--- src/rtl/fetch_unit_pkg.sv ---
// Shared types and default widths for the instruction fetch front end.
package fetch_unit_pkg;

    localparam int unsigned DEF_ADDR_WIDTH = 32;
    localparam int unsigned DEF_DATA_WIDTH = 32;
    localparam int unsigned DEF_FIFO_DEPTH = 4;

    typedef enum logic {
        FETCH = 1'b0,
        DRAIN = 1'b1
    } fetch_state_e;

    typedef struct packed {
        logic [DEF_ADDR_WIDTH-1:0] pc;
        logic [DEF_DATA_WIDTH-1:0] instr;
    } fetch_entry_t;

    // Byte distance between consecutive instruction words.
    function automatic int unsigned pc_step(input int unsigned data_width);
        return data_width / 8;
    endfunction

endpackage

--- src/rtl/fetch_fifo.sv ---
// Synchronous first-word-fall-through FIFO with flush; pointers carry one
// extra wrap bit so full and empty are told apart without a separate flag.
module fetch_fifo #(
    parameter int unsigned WIDTH = 64,
    parameter int unsigned DEPTH = 4,
    localparam int unsigned PTR_WIDTH = $clog2(DEPTH)
) (
    input  logic                 clk,
    input  logic                 rst,
    input  logic                 flush,
    input  logic                 push,
    input  logic [WIDTH-1:0]     push_data,
    input  logic                 pop,
    output logic [WIDTH-1:0]     head,
    output logic [PTR_WIDTH:0]   count,
    output logic                 full,
    output logic                 empty
);

    logic [WIDTH-1:0]   mem [DEPTH];
    logic [PTR_WIDTH:0] wr_ptr;
    logic [PTR_WIDTH:0] rd_ptr;
    logic               do_push;
    logic               do_pop;

    assign count   = wr_ptr - rd_ptr;
    assign empty   = (count == '0);
    assign full    = (count == (PTR_WIDTH+1)'(DEPTH));
    assign do_pop  = pop && !empty;
    // A full queue may still take a word when the head leaves in the same cycle.
    assign do_push = push && (!full || do_pop);
    assign head    = mem[rd_ptr[PTR_WIDTH-1:0]];

    always_ff @(posedge clk) begin
        if (rst || flush) begin
            wr_ptr <= '0;
            rd_ptr <= '0;
        end else begin
            if (do_push) wr_ptr <= wr_ptr + 1'b1;
            if (do_pop)  rd_ptr <= rd_ptr + 1'b1;
        end
    end

    always_ff @(posedge clk) begin
        if (do_push && !flush) mem[wr_ptr[PTR_WIDTH-1:0]] <= push_data;
    end

endmodule

--- src/rtl/fetch_unit.sv ---
// Instruction fetch unit: sequential imem requests into a prefetch queue,
// with redirect/flush. FETCH_UNIT_BYPASS_EN adds an empty-queue ack bypass.
//
// state | meaning
// FETCH | issue requests, push acked words into the queue
// DRAIN | a discarded request is still outstanding; its ack is dropped
module fetch_unit
    import fetch_unit_pkg::*;
#(
    parameter int unsigned MEM_ADDR_WIDTH = DEF_ADDR_WIDTH,
    parameter int unsigned MEM_DATA_WIDTH = DEF_DATA_WIDTH,
    parameter int unsigned FIFO_DEPTH     = DEF_FIFO_DEPTH
) (
    input  logic                      clk_i,
    input  logic                      rst_i,
    input  logic [MEM_ADDR_WIDTH-1:0] boot_addr_i,
    input  logic                      redirect_i,
    input  logic [MEM_ADDR_WIDTH-1:0] redirect_addr_i,
    output logic                      imem_req_o,
    output logic [MEM_ADDR_WIDTH-1:0] imem_addr_o,
    input  logic [MEM_DATA_WIDTH-1:0] imem_rdata_i,
    input  logic                      imem_ack_i,
    output logic                      instr_valid_o,
    output logic [MEM_DATA_WIDTH-1:0] instr_o,
    output logic [MEM_ADDR_WIDTH-1:0] instr_pc_o,
    input  logic                      instr_ready_i
);

    localparam int unsigned CNT_WIDTH   = $clog2(FIFO_DEPTH) + 1;
    localparam int unsigned ENTRY_WIDTH = MEM_ADDR_WIDTH + MEM_DATA_WIDTH;
    localparam logic [MEM_ADDR_WIDTH-1:0] STEP = MEM_ADDR_WIDTH'(pc_step(MEM_DATA_WIDTH));

    fetch_state_e              state, state_next;
    logic                      req, req_next;
    logic [MEM_ADDR_WIDTH-1:0] addr, addr_next;
    logic [MEM_ADDR_WIDTH-1:0] pc, pc_next, target;
    logic [ENTRY_WIDTH-1:0]    head;
    logic [MEM_ADDR_WIDTH-1:0] head_pc;
    logic [MEM_DATA_WIDTH-1:0] head_instr;
    logic [CNT_WIDTH-1:0]      count, count_next;
    logic                      full, empty;
    logic                      accept, push, pop, issue;

    assign head_pc    = head[ENTRY_WIDTH-1:MEM_DATA_WIDTH];
    assign head_instr = head[MEM_DATA_WIDTH-1:0];
    assign accept     = imem_ack_i && req && (state == FETCH) && !redirect_i;

`ifdef FETCH_UNIT_BYPASS_EN
    logic bypass, take;

    assign bypass        = accept && empty;
    assign instr_valid_o = !empty || bypass;
    assign instr_o       = !empty ? head_instr : (bypass ? imem_rdata_i : '0);
    assign instr_pc_o    = !empty ? head_pc : (bypass ? addr : '0);
    assign take          = instr_valid_o && instr_ready_i && !redirect_i;
    assign pop           = take && !empty;
    assign push          = accept && !(bypass && take) && (!full || pop);
`else
    assign instr_valid_o = !empty;
    assign instr_o       = empty ? '0 : head_instr;
    assign instr_pc_o    = empty ? '0 : head_pc;
    assign pop           = !empty && instr_ready_i && !redirect_i;
    assign push          = accept && (!full || pop);
`endif

    fetch_fifo #(
        .WIDTH (ENTRY_WIDTH),
        .DEPTH (FIFO_DEPTH)
    ) u_fifo (
        .clk       (clk_i),
        .rst       (rst_i),
        .flush     (redirect_i),
        .push      (push),
        .push_data ({addr, imem_rdata_i}),
        .pop       (pop),
        .head      (head),
        .count     (count),
        .full      (full),
        .empty     (empty)
    );

    always_comb begin
        count_next = count;
        if (redirect_i)       count_next = '0;
        else if (push && !pop) count_next = count + 1'b1;
        else if (pop && !push) count_next = count - 1'b1;
    end

    // Reserving the slot at issue time means every accepted ack has room.
    assign issue  = (!req || imem_ack_i) && (count_next < CNT_WIDTH'(FIFO_DEPTH));
    assign target = redirect_i ? redirect_addr_i : pc;

    always_comb begin
        state_next = state;
        req_next   = req;
        addr_next  = addr;
        pc_next    = target;
        if (redirect_i) begin
            state_next = (req && !imem_ack_i) ? DRAIN : FETCH;
        end else if (state == DRAIN && imem_ack_i) begin
            state_next = FETCH;
        end
        if (issue) begin
            req_next  = 1'b1;
            addr_next = target;
            pc_next   = target + STEP;
        end else if (imem_ack_i) begin
            req_next  = 1'b0;
        end
    end

    always_ff @(posedge clk_i) begin
        if (rst_i) begin
            state <= FETCH;
            req   <= 1'b0;
            addr  <= '0;
            pc    <= boot_addr_i;
        end else begin
            state <= state_next;
            req   <= req_next;
            addr  <= addr_next;
            pc    <= pc_next;
        end
    end

    assign imem_req_o  = req;
    assign imem_addr_o = addr;

endmodule

--- config.mk ---
export PLATFORM = sky130hd
export DESIGN_NAME = fetch_unit
export DESIGN_NICKNAME = d
export VERILOG_FILES = /design/src/rtl/fetch_unit_pkg.sv /design/src/rtl/fetch_fifo.sv /design/src/rtl/fetch_unit.sv
export SDC_FILE = /design/constraint.sdc
export NUM_CORES = 1
export LEC_CHECK = 0
export CORE_AREA = 2 2 170 172
export CTS_CLUSTER_DIAMETER = 80
export CTS_CLUSTER_SIZE = 24
export DETAILED_ROUTE_END_ITERATION = 8
export DIE_AREA = 0 0 172 174
export PLACE_DENSITY = 0.8
export SETUP_SLACK_MARGIN = 0.2
export SYNTH_ARGS = -nofsm -noshare
export SYNTH_HDL_FRONTEND = slang
export SYNTH_SLANG_ARGS = --single-unit
--- constraint.sdc ---
create_clock -name clk_i -period 6 [get_ports clk_i]
set_input_delay 1.2 -clock clk_i [delete_from_list [all_inputs] [get_ports clk_i]]
set_output_delay 1.2 -clock clk_i [all_outputs]
set_load 0.02 [all_outputs]
==> out/qor.txt, run 1 <==
Status -> finished clean
Final cell count without fillers -> 1,461
Hold path start -> imem_addr_o[10]$_SDFFE_PP0P_
CTS H-tree lvls -> 1
Ys async rst share -> 0%
CTS tree -> yes
Syn avg cell area -> 15.4 um^2
Final Max Tran Viols -> 0
Share of cells above drive strength 1 -> 12.3%
P per Cell Area -> 263 mW/mm^2
Reg2reg start -> u_fifo.wr_ptr[0]$_SDFFE_PP0N_
Average via count per standard cell -> 5.56
F_max -> 203 MHz
Clock skew -> 21.0 ps
Xor/xnor share -> 1.77%
Initial antenna violation count -> 0
Ys cells -> 895
Relative max-transition margin -> 32.6%
Placed cell area -> 0.0161 mm^2
Most instantiated logic cell after routing -> edfxtp_1
Met2 wire len -> 13,900 um
Synth cell types -> 59
Mapped Area -> 0.0138 mm^2
CP Buf/Inv Count -> 3
PostCTS Resize Cnt -> 0
Setup-failing EPs final -> 0
Combinational power share -> 10.5%
Top cell category -> registers
Max FFs per register -> 256
VDD IR max -> 0.164 mV
Hold Buf Count CTS -> 0
Clock sink count -> 330
Diode count -> 0
Gr busiest metal -> met2
PnR worst setup slack -> 1070 ps
Setup TNS -> 0 ps
Routing usage on met3 -> 2.82%
Top cells by area -> edfxtp_1, dfxtp_1, mux4_2
GRT met1 Usage -> 27.4%
Root buf cell -> clkbuf_16
Most frequent CP cell -> ha_1
Post-synthesis compound-gate area fraction -> 5.84%
First-pass GRT wire length -> 44,500 um
Drt drc -> 0
Minimum clock period -> 4930 ps
EDFF count, synth -> 256
Syn Inst Count -> 895
CP max FO -> 65
Floorplan net count -> 1,006
Cell type with the largest total area -> edfxtp_1
Die width -> 172 um
OpenROAD warning count -> 30
# IOs -> 199
Adder share -> 0.961%
Int Power -> 3380 uW
Largest power group -> registers
Port bufs -> 198
Routability-driven placement congestion ratio -> 0.884
CP startpoint kind -> register
Sequential fraction of design power -> 59.4%
Reg2reg setup slack -> 1580 ps
Number of global-route vias before repair -> 7,976
Invs w/o clock -> 6
Fp util -> 48.9%
Crit share post-route -> 82.1%
Post-route design area -> 0.0167 mm^2
Worst hold slack -> 538 ps
Leak -> 0.00540 uW
WHS Endpoint -> u_fifo.mem[2][42]$_DFFE_PP_
Reg2reg end -> imem_addr_o[25]$_SDFFE_PP0P_
Synth warn -> 0
CP startpoint -> u_fifo.wr_ptr[0]$_SDFFE_PP0N_
Critical Path RT -> 4800 ps
Power Clock -> 1320 uW
Worst Setup EP -> instr_o[20]
Nonclk buf count -> 205
Top-count cell post-synth -> edfxtp_1
Row cnt -> 62
Crit end category -> output pin
Largest net degree at the start of global routing -> 85
Critical path's slowest cell -> inv_2
Comb area leader -> multiplexers
Slowest Stage Delay on Critical Path -> 620 ps
Register Area -> 0.00918 mm^2
Wire length on met1 -> 12,600 um
Overall power -> 4370 uW
Reg clk slew, reported paths -> 90 ps
Sw frac -> 22.8%
Tap Cells -> 384
Iter 0 DRT Violations -> 735
Initial DRT Pass Iterations -> 6
Final ANT Viol Nets -> 0
Sequential group power -> 2600 uW
Slew @ Worst Pin -> 1010 ps
Total grt overflow -> 0
Yosys simple share -> 9.72%
Crit-path leading delay family -> buffers and inverters
Flop count -> 330
Synth flops -> 330
Worst Path Arrival -> 3730 ps
RSZ-0062 raised after global routing -> false
Clock power share -> 30.2%
Filler cells -> 2,196
Clk_buf instances -> 29
Worst Hold Depth -> 0
Hold Path Class -> register to register
Chip Height -> 174 um
Clk buf depth -> 3
DR WL/cell -> 19.8 um
Chip area -> 0.0299 mm^2
Max capacitance violation total -> 0
Top_reg_cell synth -> edfxtp_1
Total GRT Usage -> 19.3%
Final Util -> 59.0%
Area leader share -> 55.7%
Placed instance count -> 1,429
Yosys Chip Area -> 0.0138 mm^2
Setup Fix Bufs, Post-CTS -> 0
Num CTS Buffers -> 18
Nets -> 1,176
Final Hold Vio Count -> 0
Most frequent cells in the layout -> edfxtp_1, clkdlybuf4s50_1, dfxtp_1
MI comb cells -> 504
Metal3 WL -> 2040 um
Logic power comb -> 458 uW
Core ar. -> 0.0282 mm^2
Stages on worst setup path -> 9
DR top layer -> met4
NonClk Buf Share -> 12.2%
Crit path kind -> register to output pin
Flop share of the area -> 55.1%
**Run 1: M1 wires**

Bar = 50 um.
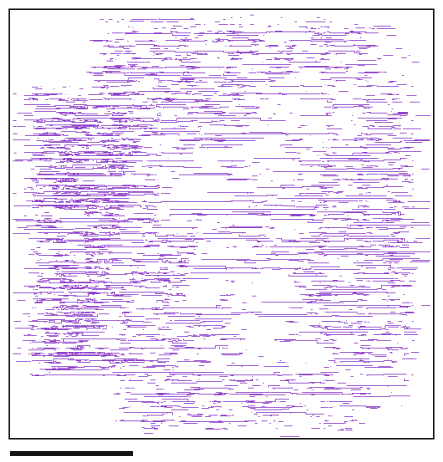
wire length on this layer: 12,600 um
share of all routed wire: 44%
main direction: horizontal

**Run 1: metal 2**

Bar = 50 um. Cells faint in the background.
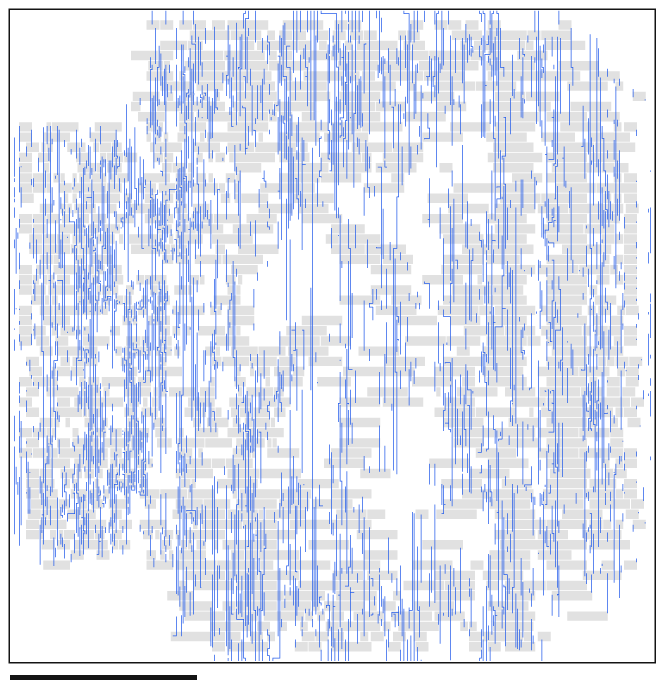
main direction: vertical
wire length on this layer: 13,900 um
share of all routed wire: 48%
via count: 8,122
met2 usage: 32.2%
final WL: 29,000 um

**Run 1: M3 wires**

Bar = 50 um. Cells faint in the background.
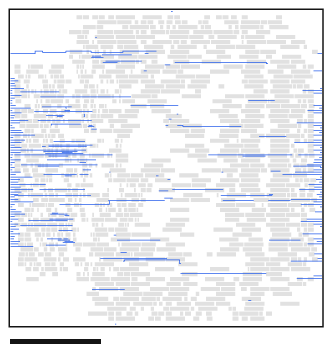
share of all routed wire: 7.0%
wire length on this layer: 2,040 um
nets with wire on the layer: 186

**Run 1: track usage over the die**

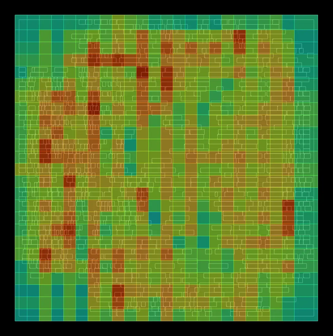

==> run 1 -> run 2 <==
--- a/config.mk
+++ b/config.mk
@@ -5,12 +5,12 @@
 export SDC_FILE = /design/constraint.sdc
 export NUM_CORES = 1
 export LEC_CHECK = 0
-export CORE_AREA = 2 2 170 172
+export CORE_AREA = 2 2 171 173
 export CTS_CLUSTER_DIAMETER = 80
 export CTS_CLUSTER_SIZE = 24
 export DETAILED_ROUTE_END_ITERATION = 8
-export DIE_AREA = 0 0 172 174
-export PLACE_DENSITY = 0.8
+export DIE_AREA = 0 0 173 175
+export PLACE_DENSITY = 0.82
 export SETUP_SLACK_MARGIN = 0.2
 export SYNTH_ARGS = -nofsm -noshare
 export SYNTH_HDL_FRONTEND = slang
==> constraint.sdc (replaced) <==
create_clock -name clk_i -period 4.2 [get_ports clk_i]
set_input_delay 0.84 -clock clk_i [delete_from_list [all_inputs] [get_ports clk_i]]
set_output_delay 0.84 -clock clk_i [all_outputs]
set_load 0.02 [all_outputs]
**Run 2: track usage over the die**

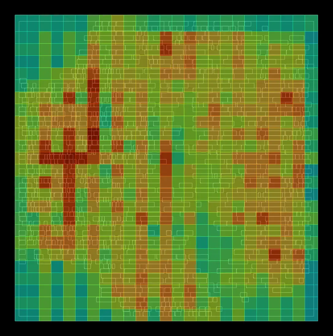
Final Util: 59.8%
DR WL/cell: 20.4 um
routing usage on met3: 3.05%

==> run 2 against run 1 <==
Against the previous run: sequential power up 43%; count of clock-buffer cells in the layout up 1; register-to-register slack worse by 1200 ps; combinational power up 47%; critical path depth up 1; non-clock buffer count up 28; first-iteration DRC count up 17%; die area up 1.2%.
==> out/qor.txt, run 2 <==
Status -> finished clean
Max FFs per register -> 256 (unchanged)
Fp util -> 48.6% (-0.27 points)
Clock sink count -> 330 (unchanged)
Relative max-transition margin -> 49.1% (+17 points)
EDFF count, synth -> 256 (unchanged)
Invs w/o clock -> 6 (unchanged)
Yosys Chip Area -> 0.0138 mm^2 (unchanged)
Most frequent cells in the layout -> edfxtp_1, clkdlybuf4s50_1, dfxtp_1
Sw frac -> 22.8% (+0.045 points)
Combinational power share -> 10.7% (+0.2 points)
PnR worst setup slack -> 363 ps (-709 ps)
Yosys simple share -> 9.72% (unchanged)
Clock power share -> 30.2% (about the same)
WHS Endpoint -> state$_SDFFE_PP0P_
Chip area -> 0.0303 mm^2 (+1.2%)
Tap Cells -> 384 (unchanged)
Drt drc -> 0 (unchanged)
Largest power group -> registers
Comb area leader -> multiplexers
Initial antenna violation count -> 0 (unchanged)
Total grt overflow -> 0 (unchanged)
Largest net degree at the start of global routing -> 85 (unchanged)
Final WL -> 30,400 um (+5.0%)
VDD IR max -> 0.238 mV (+45%)
Die width -> 173 um (+0.58%)
Power Clock -> 1890 uW (+43%)
Synth flops -> 330 (unchanged)
CTS tree -> yes
Metal3 WL -> 1960 um (-3.9%)
Reg clk slew, reported paths -> 90 ps (about the same)
Final Max Tran Viols -> 0 (unchanged)
Crit-path leading delay family -> adder cells
Iter 0 DRT Violations -> 860 (+17%)
Worst Path Arrival -> 3000 ps (-730 ps)
Leak -> 0.00601 uW (+11%)
Final ANT Viol Nets -> 0 (unchanged)
Syn avg cell area -> 15.4 um^2 (unchanged)
Int Power -> 4840 uW (+43%)
GRT met1 Usage -> 27.6% (+0.19 points)
Met2 wire len -> 14,600 um (+4.8%)
Reg2reg end -> imem_addr_o[27]$_SDFFE_PP0P_
Synth warn -> 0 (unchanged)
Syn Inst Count -> 895 (unchanged)
Number of global-route vias before repair -> 8,190 (+2.7%)
Worst hold slack -> 530 ps (-7.92 ps)
Setup-failing EPs final -> 0 (unchanged)
Flop count -> 330 (unchanged)
Sequential group power -> 3710 uW (+43%)
Critical path's slowest cell -> dfxtp_1
Crit path kind -> register to output pin
Placed cell area -> 0.0164 mm^2 (+1.9%)
Xor/xnor share -> 1.77% (unchanged)
Port bufs -> 198 (unchanged)
NonClk Buf Share -> 13.8% (+1.6 points)
CP startpoint -> u_fifo.wr_ptr[0]$_SDFFE_PP0N_
Met2 usage -> 33.0% (+0.72 points)
Clk_buf instances -> 30 (+3.4%)
Overall power -> 6270 uW (+43%)
CP max FO -> 33 (-49%)
RSZ-0062 raised after global routing -> true
Most instantiated logic cell after routing -> edfxtp_1
Row cnt -> 62 (unchanged)
Post-route design area -> 0.0170 mm^2 (+1.9%)
Worst Setup EP -> instr_pc_o[21]
Slew @ Worst Pin -> 763 ps (-248 ps)
Hold Path Class -> register to register
CP Buf/Inv Count -> 4 (+1)
Via count -> 8,346 (+2.8%)
Top_reg_cell synth -> edfxtp_1
Ys async rst share -> 0% (unchanged)
Gr busiest metal -> met2
Setup TNS -> 0 ps (unchanged)
Share of cells above drive strength 1 -> 14.5% (+2.2 points)
OpenROAD warning count -> 32 (+6.7%)
Root buf cell -> clkbuf_16
Average via count per standard cell -> 5.61 (+0.83%)
CP startpoint kind -> register
Logic power comb -> 672 uW (+47%)
Total GRT Usage -> 19.6% (+0.28 points)
Minimum clock period -> 3840 ps
Ys cells -> 895 (unchanged)
Register Area -> 0.00918 mm^2 (unchanged)
Max capacitance violation total -> 0 (unchanged)
DR top layer -> met4
Worst Hold Depth -> 2 (+2)
Placed instance count -> 1,454 (+1.7%)
MI comb cells -> 504 (unchanged)
Crit end category -> output pin
Reg2reg start -> u_fifo.wr_ptr[0]$_SDFFE_PP0N_
Final Hold Vio Count -> 0 (unchanged)
Flop share of the area -> 54.1% (-1.0 points)
Sequential fraction of design power -> 59.1% (-0.3 points)
# IOs -> 199 (unchanged)
Num CTS Buffers -> 18 (unchanged)
Critical Path RT -> 3360 ps (-1440 ps)
Clk buf depth -> 3 (unchanged)
Top cell category -> registers
Core ar. -> 0.0284 mm^2 (+0.55%)
Setup Fix Bufs, Post-CTS -> 2 (+2)
Hold Buf Count CTS -> 0 (unchanged)
Filler cells -> 2,192 (-0.18%)
F_max -> 261 MHz
Final cell count without fillers -> 1,489 (+1.9%)
Nonclk buf count -> 233 (+14%)
CTS H-tree lvls -> 1 (unchanged)
Mapped Area -> 0.0138 mm^2 (unchanged)
Synth cell types -> 59 (unchanged)
First-pass GRT wire length -> 46,500 um (+4.3%)
Wire length on met1 -> 13,500 um (+6.6%)
Stages on worst setup path -> 10 (+1)
Reg2reg setup slack -> 370 ps (-1210 ps)
PostCTS Resize Cnt -> 57 (+57)
Floorplan net count -> 1,006 (unchanged)
Hold path start -> state$_SDFFE_PP0P_
Adder share -> 0.961% (unchanged)
Chip Height -> 175 um (+0.57%)
Post-synthesis compound-gate area fraction -> 5.84% (unchanged)
Diode count -> 0 (unchanged)
Nets -> 1,204 (+2.4%)
Top-count cell post-synth -> edfxtp_1
Final HPWL DP -> 21,200 um
**Run 2: metal 2**

Bar = 50 um. Cells faint in the background.
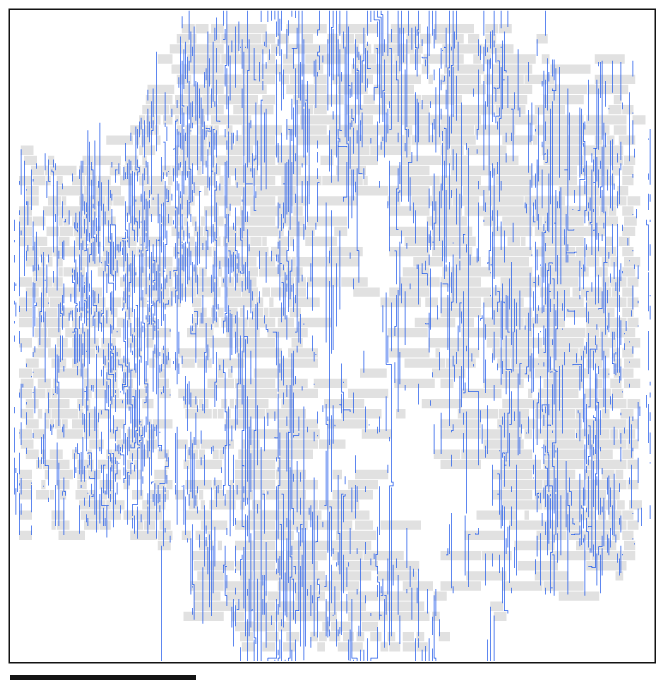

==> run 2 -> run 3 <==
--- a/config.mk
+++ b/config.mk
@@ -7,7 +7,7 @@
 export LEC_CHECK = 0
 export CORE_AREA = 2 2 171 173
 export CTS_CLUSTER_DIAMETER = 80
-export CTS_CLUSTER_SIZE = 24
+export CTS_CLUSTER_SIZE = 40
 export DETAILED_ROUTE_END_ITERATION = 8
 export DIE_AREA = 0 0 173 175
 export PLACE_DENSITY = 0.82
**Run 3: metal 2**

Bar = 50 um. Cells faint in the background.
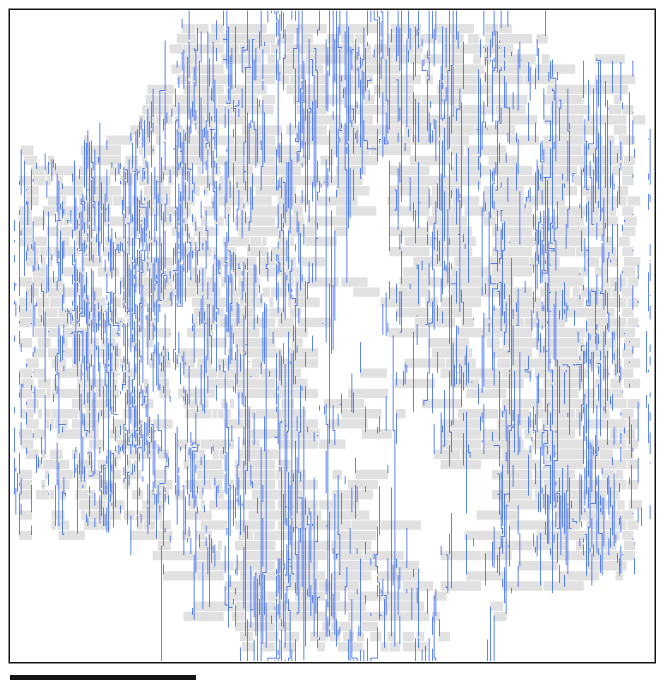
nets with wire on the layer: 1,028
share of all routed wire: 48%
wire length on this layer: 14,600 um
main direction: vertical
met2 usage: 32.9%
via count: 8,307
final WL: 30,300 um

==> run 3 against run 2 <==
Against the previous run: first-iteration DRC count down 2.4%; largest power group unchanged; final cell count down 0.54%; clock skew up 27 ps; sequential share of layout area down 0.14 points; sequential power about the same.
==> out/qor.txt, run 3 <==
Status -> finished clean
Clk_buf instances -> 15 (-50%)
Average via count per standard cell -> 5.61 (about the same)
Most instantiated logic cell after routing -> edfxtp_1
CP startpoint kind -> register
Critical Path RT -> 4540 ps (+1180 ps)
Clk buf depth -> 3 (unchanged)
CP Buf/Inv Count -> 3 (-1)
Nets -> 1,200 (-0.33%)
Placed cell area -> 0.0164 mm^2 (unchanged)
Core ar. -> 0.0284 mm^2 (unchanged)
Sequential fraction of design power -> 58.6% (-0.5 points)
Minimum clock period -> 3810 ps (-27.0 ps)
Reg2reg end -> pc[31]$_DFF_P_
Stages on worst setup path -> 14 (+4)
Synth cell types -> 59 (unchanged)
Leak -> 0.00609 uW (+1.4%)
Final Max Tran Viols -> 0 (unchanged)
Reg clk slew, reported paths -> 130 ps (+40 ps)
Row cnt -> 62 (unchanged)
Power Clock -> 1950 uW (+3%)
Placed instance count -> 1,454 (unchanged)
Synth warn -> 0 (unchanged)
MI comb cells -> 504 (unchanged)
Metal3 WL -> 1960 um (+0.10%)
Setup Fix Bufs, Post-CTS -> 2 (unchanged)
Hold path start -> state$_SDFFE_PP0P_
CTS tree -> yes
Num CTS Buffers -> 15 (-3)
DR top layer -> met4
Final cell count without fillers -> 1,481 (-0.54%)
PnR worst setup slack -> 390 ps (+27.0 ps)
# IOs -> 199 (unchanged)
Crit path kind -> register to register
Adder share -> 0.961% (unchanged)
Post-route design area -> 0.0170 mm^2 (+0.27%)
Post-synthesis compound-gate area fraction -> 5.84% (unchanged)
CP max FO -> 7 (-79%)
Largest power group -> registers
Final HPWL DP -> 21,200 um (unchanged)
Mapped Area -> 0.0138 mm^2 (unchanged)
Slew @ Worst Pin -> 781 ps (+17.3 ps)
Flop count -> 330 (unchanged)
Iter 0 DRT Violations -> 839 (-2.4%)
Combinational power share -> 10.6% (about the same)
Clock sink count -> 330 (unchanged)
Fp util -> 48.6% (unchanged)
Met2 wire len -> 14,600 um (-0.22%)
Nonclk buf count -> 232 (-0.43%)
VDD IR max -> 0.259 mV (+8.8%)
NonClk Buf Share -> 13.9% (+0.052 points)
PostCTS Resize Cnt -> 52 (-8.8%)
Top_reg_cell synth -> edfxtp_1
Hold Buf Count CTS -> 0 (unchanged)
Sw frac -> 24.1% (+1.3 points)
Ys async rst share -> 0% (unchanged)
CTS H-tree lvls -> 1 (unchanged)
Total GRT Usage -> 19.6% (about the same)
Relative max-transition margin -> 48.0% (-1.2 points)
Synth flops -> 330 (unchanged)
Largest net degree at the start of global routing -> 85 (unchanged)
Register Area -> 0.00918 mm^2 (about the same)
Gr busiest metal -> met2
Most frequent cells in the layout -> edfxtp_1, clkdlybuf4s50_1, dfxtp_1
Syn Inst Count -> 895 (unchanged)
Invs w/o clock -> 6 (unchanged)
Drt drc -> 0 (unchanged)
Worst hold slack -> 535 ps (+4.57 ps)
Top-count cell post-synth -> edfxtp_1
Int Power -> 4800 uW (-0.73%)
Wire length on met1 -> 13,300 um (-1.2%)
Setup-failing EPs final -> 0 (unchanged)
Setup TNS -> 0 ps (unchanged)
Critical path's slowest cell -> o311ai_2
EDFF count, synth -> 256 (unchanged)
First-pass GRT wire length -> 46,300 um (-0.39%)
OpenROAD warning count -> 32 (unchanged)
Clock power share -> 30.8% (+0.6 points)
Crit end category -> register
Yosys simple share -> 9.72% (unchanged)
Die width -> 173 um (unchanged)
Diode count -> 0 (unchanged)
Power is estimated from default activity; no workload was simulated.
